<file path="src/rtl/nibble_uart_tx.sv">
// Nibble serial transmitter: start, 4 data bits LSB first, parity, stop.
// Valid/ready upstream handshake; each bit is held for CLKS_PER_BIT clocks.
module nibble_uart_tx #(
    parameter int CLKS_PER_BIT = 4,
    parameter bit PARITY_ODD   = 1'b0
) (
    input  logic       i_clk,
    input  logic       i_rst_n,
    input  logic [3:0] i_nibble,
    input  logic       i_valid,
    output logic       o_ready,
    output logic       o_tx,
    output logic       o_busy,
    output logic       o_parity
);
    localparam int CW = (CLKS_PER_BIT > 1) ? $clog2(CLKS_PER_BIT) : 1;

    typedef enum logic [2:0] {
        S_IDLE,
        S_START,
        S_DATA,
        S_PARITY,
        S_STOP
    } state_t;

    state_t        r_state;
    logic [CW-1:0] r_cnt;
    logic [3:0]    r_shift;
    logic [1:0]    r_idx;
    logic          r_tx;
    logic          r_ready;
    logic          r_busy;
    logic          r_parity;

    logic w_last;
    logic w_par;

    assign w_last = (r_cnt == CW'(CLKS_PER_BIT - 1));
    assign w_par  = PARITY_ODD ? ~^i_nibble : ^i_nibble;

    // Handshake: a nibble transfers on a rising edge where i_valid and o_ready are both high.
    always_ff @(posedge i_clk or negedge i_rst_n) begin
        if (!i_rst_n) begin
            r_state  <= S_IDLE;
            r_cnt    <= '0;
            r_shift  <= '0;
            r_idx    <= '0;
            r_tx     <= 1'b1;
            r_ready  <= 1'b1;
            r_busy   <= 1'b0;
            r_parity <= 1'b0;
        end else begin
            case (r_state)
                S_IDLE: begin
                    if (i_valid && r_ready) begin
                        r_shift  <= i_nibble;
                        r_parity <= w_par;
                        r_cnt    <= '0;
                        r_idx    <= '0;
                        r_tx     <= 1'b0;
                        r_ready  <= 1'b0;
                        r_busy   <= 1'b1;
                        r_state  <= S_START;
                    end
                end
                default: begin
                    if (!w_last) begin
                        r_cnt <= r_cnt + CW'(1);
                    end else begin
                        r_cnt <= '0;
                        // o_tx is loaded with the level of the upcoming bit so it stays registered.
                        case (r_state)
                            S_START: begin
                                r_state <= S_DATA;
                                r_idx   <= '0;
                                r_tx    <= r_shift[0];
                            end
                            S_DATA: begin
                                r_shift <= {1'b0, r_shift[3:1]};
                                r_idx   <= r_idx + 2'd1;
                                if (r_idx == 2'd3) begin
                                    r_state <= S_PARITY;
                                    r_tx    <= r_parity;
                                end else begin
                                    r_tx    <= r_shift[1];
                                end
                            end
                            S_PARITY: begin
                                r_state <= S_STOP;
                                r_tx    <= 1'b1;
                            end
                            S_STOP: begin
                                r_state <= S_IDLE;
                                r_tx    <= 1'b1;
                                r_ready <= 1'b1;
                                r_busy  <= 1'b0;
                            end
                            default: begin
                                r_state <= S_IDLE;
                                r_tx    <= 1'b1;
                                r_ready <= 1'b1;
                                r_busy  <= 1'b0;
                            end
                        endcase
                    end
                end
            endcase
        end
    end

    assign o_ready  = r_ready;
    assign o_tx     = r_tx;
    assign o_busy   = r_busy;
    assign o_parity = r_parity;
endmodule

</file>
<file path="config.mk">
export PLATFORM = sky130hd
export DESIGN_NAME = nibble_uart_tx
export DESIGN_NICKNAME = d
export VERILOG_FILES = /design/src/rtl/nibble_uart_tx.sv
export SDC_FILE = /design/constraint.sdc
export NUM_CORES = 1
export LEC_CHECK = 0
export CORE_ASPECT_RATIO = 1.2
export CORE_MARGIN = 2
export CORE_UTILIZATION = 52
export CTS_CLUSTER_SIZE = 28
export DETAILED_ROUTE_END_ITERATION = 10
export PLACE_DENSITY = 0.84
export SYNTH_ARGS = -nofsm -noshare
export SYNTH_HDL_FRONTEND = slang
export SYNTH_SLANG_ARGS = --single-unit
</file>
<file path="constraint.sdc">
create_clock -name i_clk -period 1.9 [get_ports i_clk]
set_input_delay 0.475 -clock i_clk [delete_from_list [all_inputs] [get_ports i_clk]]
set_output_delay 0.475 -clock i_clk [all_outputs]
set_load 0.02 [all_outputs]
</file>
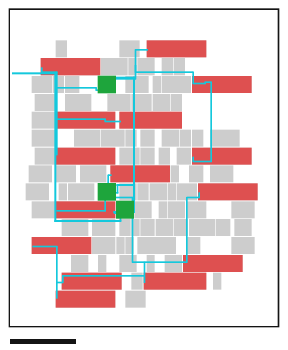
(run_1/clock_wires.png)
Bar = 10 µm.
- flip-flops: red (count 15)
- clock wires: cyan (length 228 µm)
- clock-net drivers: green (count 3)
- routed clock nets: 4

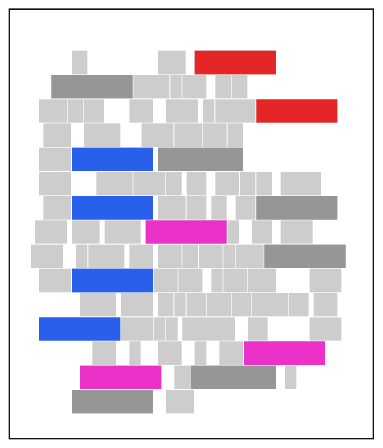
(run_1/ff_map.png)
Other sequential cells in the stronger grey, the rest of the logic in the fainter grey.
- r_shift: blue (placed flops 4; where west)
- r_cnt: red (placed flops 2)
- r_state: magenta (placed flops 3)
Storage cell area: 378 µm²
Seq group: 0.623 mW
fraction of area in registers: 0.374
final core occ: 0.682

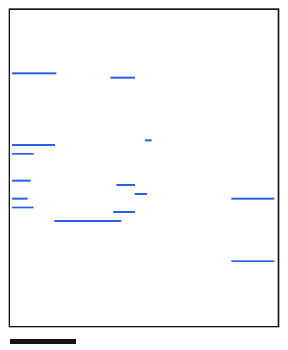
(run_1/m3.png)
Bar = 10 µm.
- nets with wire on the layer: 10
- share of all routed wire: 3.4%
- main direction: horizontal
- longest straight run: 9.90 µm

==> out/metrics.csv, run 1 <==
stage,metric,value,unit
global_route,met3_usage,0.0419,
floorplan,dieArea,0.00196,mm²
power,leakage,0.454,nW
clock_tree,cts_setup_buffers,0,
clock_tree,cts_sinks,15,
layout,n_fill_cell,118,
route,wire_per_inst,14.7,µm
timing,skew,1.40,ps
timing,finalClockPeriodUsage,0.934,
global_route,grt_max_degree,16,
setup_path,r2r_start,r_cnt[0],
setup_path,slowest_stage,clkdlybuf4s50_1,
placement,io_buffer_count,10,
synthesis,yosys_area,841,µm²
layout,combGateArea,417,µm²
synthesis,floorplan.nets,88,
setup_path,crit_required,1420,ps
layout,final_area,0.00101,mm²
floorplan,fp_util,0.567,
placement,dp.cells,109,
synthesis,top_cells_by_count,"dfrtp_1, mux2_1, inv_1, nand2_1, o21ai_0",
global_route,grt_use_met2,0.368,
setup_path,crit_path_end_kind,output port,
global_route,grt.total_usage,0.224,
clock_tree,clockBufferDepth,2,
power,powerDensity,1550,mW/mm²
setup_path,crit_chain,clkdlybuf4s50_1,
synthesis,yosysMostFrequentCell,dfrtp_1,
synthesis,yosys-top-cells-area,"dfrtp_1, mux2_1, dfstp_2",
outcome,outcome,"complete, no violations",
synthesis,syn_inst,79,
route,drc_errors,0,
layout,num_antenna_cells,0,
run,warnings,26,
clock_tree,cts_root_buf,clkbuf_4,
setup_path,crit_path_max_fanout,3,
setup_path,reg2reg_setup_slack,210,ps
setup_path,path_delay_family,buffers and inverters,
global_route,busiest_layer,met2,
floorplan,die_x,40.7,µm
placement,gp_congestion,0.748,
synthesis,ys_seq_frac,0.449,
synthesis,largest_area_cell,dfrtp_1,
synthesis,avgSynthCellArea,10.6,µm²
timing,min_period,1780,ps
clock_tree,cts_tree,yes,
synthesis,ys_cells,79,
run,max_cap_viol_count,0,
run 1: through the flow:
step	hold slack, ps	setup WS (ps)
6_report	483	125
5_1_grt	518	83.9
4_1_cts	492	125
3_5_place_dp	473	-1.94
3_3_place_gp	461	93.0
2_1_floorplan	179	332
run 1: layer usage:
layer	wire length (µm)	vias up
met2	833	13
met5	0	-
met4	51	0
met1	715	317
li1	-	319
met3	56	7
run 1: cells by family (layout without fill, tap and decap cells):
group	count (synthesis)	count (layout)	synth area share
compound gates	19	19	0.153
xor+xnor	3	3	0.0313
fa+ha+maj	2	2	0.0298
buf+inv	9	26	0.0551
flops	15	15	0.449
mux	11	11	0.141
simple gates	20	20	0.140
run 1: state kept, by name, summed over array words and instances, names as in the netlist:
name,cells
o_busy,1
o_parity,1
o_ready,1
o_tx,1
r_cnt,2
r_idx,2
r_shift,4
r_state,3
run 1: report_power, final:
group | total (mW) | internal, mW | switching [mW]
Combinational | 0.753 | 0.382 | 0.371
Clock | 0.193 | 0.0818 | 0.111
Sequential | 0.623 | 0.482 | 0.141
run 1: worst min path at each step:
stage	to	slack, ps	from	depth (start not counted)
final	r_idx[0]	480	r_idx[0]	1
after global routing	r_idx[0]	520	i_rst_n	2
after CTS	r_idx[0]	490	r_idx[0]	1
after detailed placement	r_shift[2]	470	r_shift[2]	1
after global placement	o_busy	460	o_busy	1
after floorplan	o_busy	180	i_rst_n	0
run 1: cell usage in the layout (no fill, tap or decap), types with 2 or more instances in the layout:
master,netlist,routed
a21oi_1,3,3
and2_1,3,3
and3_1,2,2
buf_4,1,7
clkbuf_4,0,3
clkdlybuf4s50_1,0,8
dfrtp_1,13,13
dfstp_2,2,2
dlygate4sd2_1,0,2
ha_1,2,2
inv_1,5,5
mux2_1,6,6
mux2i_1,4,4
nand2_1,5,5
nand3_1,4,4
o21ai_0,5,5
o31ai_1,2,2
xnor2_1,3,3
run 1: final cells by class:
type,instances,area share
clock buffers,4,0.0260
inverters,5,0.0186
multi-input cells,55,0.412
flip-flops and latches,15,0.374
repair buffers,17,0.149
well taps,17,0.0210
run 1: worst reg2reg max path, delay by kind of cell, from the launching register on:
family / cells / cell delay [ps]
AND/OR/NAND/NOR: 1 / 230
flip-flops: 1 / 390
AND-OR/OR-AND: 1 / 230
adder cells (fa/ha/maj): 1 / 360
multiplexers: 1 / 360
run 1: timing repair:
item,in CTS,in global routing
resized,2,0
setup endpoints to repair,2,0
hold buffers,0,0
==> run_1/layers.png <==
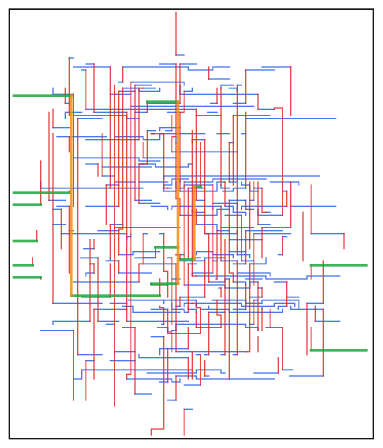

==> run 2: changes to the inputs <==
Settings changed: RECOVER_POWER set to 100.
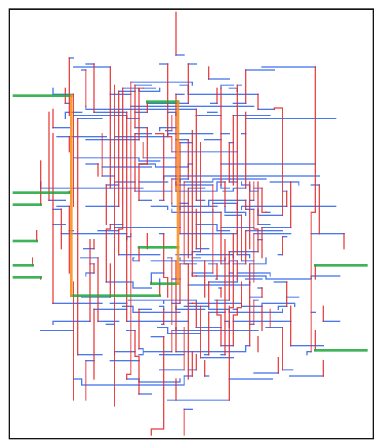
(run_2/layers.png)
- M2: red (wire length 850 µm)
- M1: blue (wire length 700 µm)
- M4: orange (wire length 42.8 µm)
- M3: green (wire length 55.4 µm)
wirelength, routed: 1650 µm
All-Layer GR Usage: 0.224

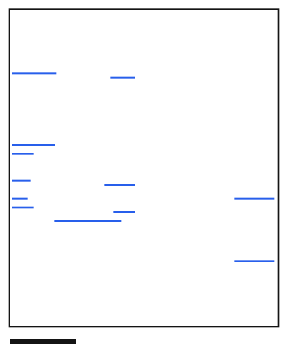
(run_2/m3.png)
Bar = 10 µm.
- nets with wire on the layer: 9
- main direction: horizontal
- wire length on this layer: 55.4 µm
- longest straight run: 9.90 µm

==> run 2 against run 1 <==
Effect of this change:
- area after synthesis stayed put
- cell count unchanged
- sequential power barely moved
- synthesized cell count did not move
- non-clock buffer count did not move
- first-iteration DRC count is 43% higher
- worst hold slack gained 2.0 ps
- global-route usage is the same
- count of clock-buffer cells in the layout unchanged
- register-to-register slack got worse by 20 ps
- setup slack got worse by 29 ps
- wire length fell by 0.48%
- critical path type unchanged
==> out/metrics.csv, run 2 <==
stage,metric,value,unit
clock_tree,clockBufferDepth,2,
clock_tree,cts_root_buf,clkbuf_4,
layout,layout_top_cell,dfrtp_1,
timing,skew,3.47,ps
run,max_cap_viol_count,0,
setup_path,crit_chain,dlygate4sd3_1,
clock_tree,cts_tree,yes,
setup_path,path_delay_family,buffers and inverters,
outcome,outcome,"complete, no violations",
setup_path,crit_required,1420,ps
layout,regMostFlops,r_shift,
setup_path,slowest_stage,dlygate4sd3_1,
route,wire_per_inst,14.6,µm
run,warnings,26,
placement,gp_congestion,0.748,
global_route,grt_max_degree,16,
synthesis,ys_seq_frac,0.449,
setup_path,crit_path_end_kind,output port,
layout,num_antenna_cells,0,
synthesis,ys_cells,79,
layout,layout_top_cells,"dfrtp_1, mux2_1",
synthesis,top_cells_by_count,"dfrtp_1, mux2_1, inv_1, nand2_1, o21ai_0",
floorplan,die_x,40.7,µm
setup_path,crit_path_max_fanout,2,
placement,io_buffer_count,10,
synthesis,yosys-top-cells-area,"dfrtp_1, mux2_1, dfstp_2",
route,drc_errors,0,
layout,top_regs,"r_shift: 4 flops, r_state: 3 flops",
clock_tree,cts_sinks,15,
placement,dpl_worst_slack,-1.94,ps
timing,finalClockPeriodUsage,0.950,
clock_tree,ctsHoldBuffers,0,
clock_tree,cts_setup_buffers,0,
timing,min_period,1800,ps
[run 2: area by class of cell]
class,instances,area [µm²],share of cell area
sequential,15,378,0.379
tap,17,21.3,0.0214
clock buffer,4,26.3,0.0264
inverter,5,18.8,0.0188
timing repair buffer,17,135,0.136
multi-input combinational,55,417,0.418
[run 2: power breakdown]
group          leakage, nW  internal, mW  switching (mW)
Clock               0.0150        0.0818           0.110
Sequential           0.180         0.478           0.141
Combinational        0.241         0.358           0.371
Total                0.437         0.919           0.622
[run 2: per-stage QoR]
step / total power [mW] / utilization / area (µm²) / hold WS [ps] / setup TNS, ps
after floorplan: 1.14 / - / 841 / 179 / 0
after global placement: 1.36 / 0.666 / 987 / 461 / 0
after detailed placement: 1.40 / 0.666 / 987 / 473 / -1.94
after CTS: 1.57 / 0.682 / 1010 / 492 / 0
after global routing: 1.67 / 0.672 / 996 / 515 / 0
final: 1.54 / 0.672 / 996 / 485 / 0
[run 2: kinds of logic (layout without fill, tap and decap cells)]
kind of cell | count (synthesis) | count (layout) | synth area share
adder cells (fa/ha/maj) | 2 | 2 | 0.0298
buffers and inverters | 9 | 26 | 0.0551
multiplexers | 11 | 11 | 0.141
flip-flops | 15 | 15 | 0.449
AND-OR/OR-AND | 19 | 19 | 0.153
XOR/XNOR | 3 | 3 | 0.0313
AND/OR/NAND/NOR | 20 | 20 | 0.140
[run 2: routing by layer]
layer	vias to the layer above	track usage	wire length, µm	part of all wire
met1	316	0.255	699	0.42
met2	11	0.368	850	0.52
met4	0	0.160	42	0.025
met3	5	0.0419	55	0.033
met5	-	0	0	0
li1	322	-	-	-
[run 2: worst paths after layout]
check	start	end	slack (ps)
max in group asynchronous	i_rst_n	r_state[0]	640
min in group asynchronous	i_rst_n	r_idx[1]	770
max	o_busy	o_busy	100
min	r_idx[0]	r_idx[0]	480
max reg2reg	r_cnt[0]	r_shift[0]	190
min reg2reg	r_idx[0]	r_idx[0]	480
[run 2: repair_timing]
action | 4_1_cts | 5_1_grt
setup endpoints to repair | 2 | 0
gates resized | 2 | 0
hold endpoints to repair | 0 | 0
==> run_2/placed.png <==
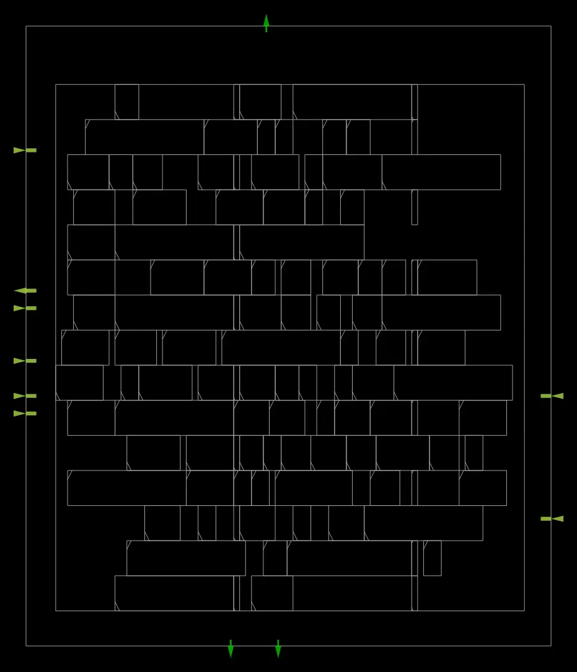

==> run 3: changes to the inputs <==
Settings changed: CORE_ASPECT_RATIO 1.2 to unset, CORE_UTILIZATION 52 to 55, PLACE_DENSITY 0.84 to 0.88.
Clock period 1.9 ns to 2.15 ns, I/O delays scaled along.
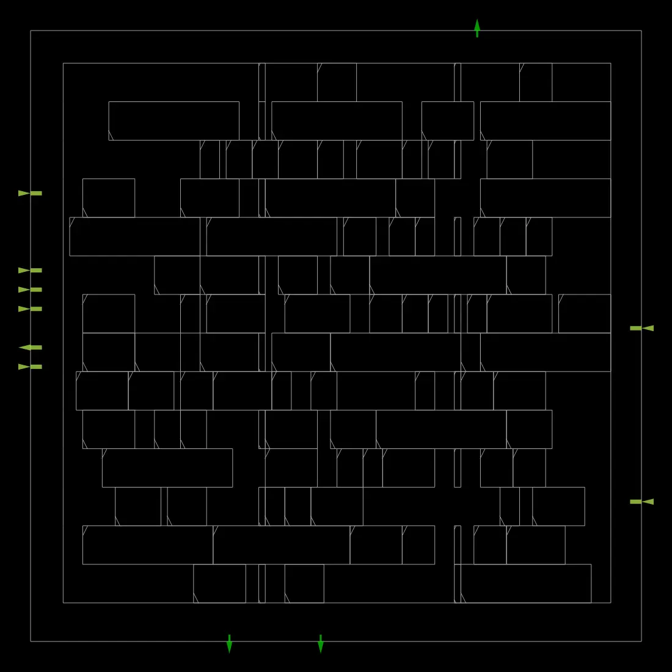
(run_3/placed.png)
Layout fillers: 135
fin cells: 106
# rows: 14
core box area: 0.00147 mm²
fraction of area in registers: 0.396

==> run 3 against run 2 <==
Effect of this change:
- sequential share of layout area up 1.7 points
- synthesized cell count unchanged
- setup slack better by 24 ps
- critical endpoint is now o_ready
- highest routed layer unchanged
- first-iteration DRC count up 50%
- cell count down 6.2%
- worst hold slack worse by 7.1 ps
==> out/metrics.csv, run 3 <==
stage,metric,value,unit
clock_tree,cts_tree,yes,
floorplan,fp_util,0.571,
route,drc_errors,0,
layout,final_area,953,µm²
timing,finalClockPeriodUsage,0.945,
placement,place_area,941,µm²
route,wl_met2,808,µm
clock_tree,ctsHoldBuffers,0,
clock_tree,cts_setup_buffers,0,
route,wire_per_inst,15.5,µm
power,finalPower,1.33,mW
synthesis,yosysMostFrequentCell,dfrtp_1,
layout,combGateArea,405,µm²
power,powerDensity,1390,mW/mm²
clock_tree,post_cts_resized,0,
synthesis,ys_cells,79,
route,wl_met1,726,µm
run,warnings,26,
outcome,outcome,"complete, no violations",
clock_tree,cts_root_buf,clkbuf_4,
synthesis,floorplan.nets,88,
setup_path,endpoint,o_ready,
route,met3_length,69,µm
setup_path,slowest_stage,clkdlybuf4s50_1,
synthesis,yosys_area,841,µm²
global_route,grt_max_degree,16,
route,highest_layer,met4,
setup_path,crit_path_end_kind,output port,
floorplan,dieArea,0.00186,mm²
timing,whs,478,ps
clock_tree,cts_sinks,15,
route,routed_wl,1640,µm
setup_path,path_delay_family,buffers and inverters,
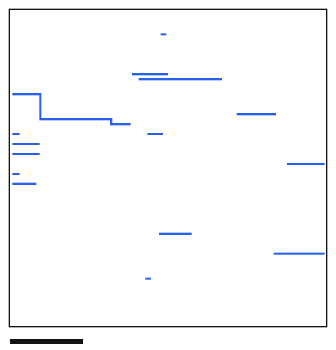
(run_3/m3.png)
Bar = 10 µm.
- main direction: horizontal
- longest straight run: 11.0 µm
- nets with wire on the layer: 13
- wire length on this layer: 69.9 µm
- share of all routed wire: 4.3%

run 3: area by class of cell:
| type | count | share of cell area |
|---|---|---|
| inverters | 5 | 0.0197 |
| flip-flops and latches | 15 | 0.396 |
| clock inverters | 1 | 0.00525 |
| multi-input cells | 55 | 0.425 |
| repair buffers | 11 | 0.109 |
| well taps | 16 | 0.0210 |
| clock buffers | 3 | 0.0236 |
run 3: layer usage:
layer  track usage  up-vias
li1              -      305
met1         0.269      300
met2         0.349       20
met3        0.0383        4
met4         0.109        0
met5             0        -
run 3: per-stage QoR:
stage	setup WS, ps	instances	utilization
after floorplan	582	79	-
after global placement	254	102	0.639
after detailed placement	190	102	0.639
after CTS	104	106	0.658
after global routing	71.6	106	0.648
final	119	106	0.648
run 3: worst register-to-register path, stage by stage (launching register included):
cell	delay (ps)
dfrtp_1	390
ha_1	460
and2_0	270
o21a_1	240
mux2_1	340
run 3: logic make-up (layout without fill, tap and decap cells):
group,Yosys count,in the layout,synth area share
buffers and inverters,9,20,0.0551
AND-OR/OR-AND,19,19,0.153
multiplexers,11,11,0.141
AND/OR/NAND/NOR,20,20,0.140
adder cells (fa/ha/maj),2,2,0.0298
XOR/XNOR,3,3,0.0313
flip-flops,15,15,0.449
run 3: worst min-delay path by stage:
stage                           to  depth (start not counted)      from  slack, ps
final                       o_busy                          1    o_busy        480
after global routing      r_idx[0]                          1  r_idx[0]        510
after CTS                   o_busy                          1    o_busy        490
after detailed placement    o_busy                          1    o_busy        470
after global placement      o_busy                          1    o_busy        460
after floorplan             o_busy                          0   i_rst_n        240
run 3: power by group:
group	total, mW	leakage [nW]	internal, mW	switching [mW]
Sequential	0.564	0.181	0.426	0.138
Combinational	0.601	0.221	0.300	0.301
Clock	0.165	0.0177	0.0693	0.0955
Total	1.33	0.419	0.795	0.535
Power figures rest on the tool's default switching activity, not on a simulated workload.
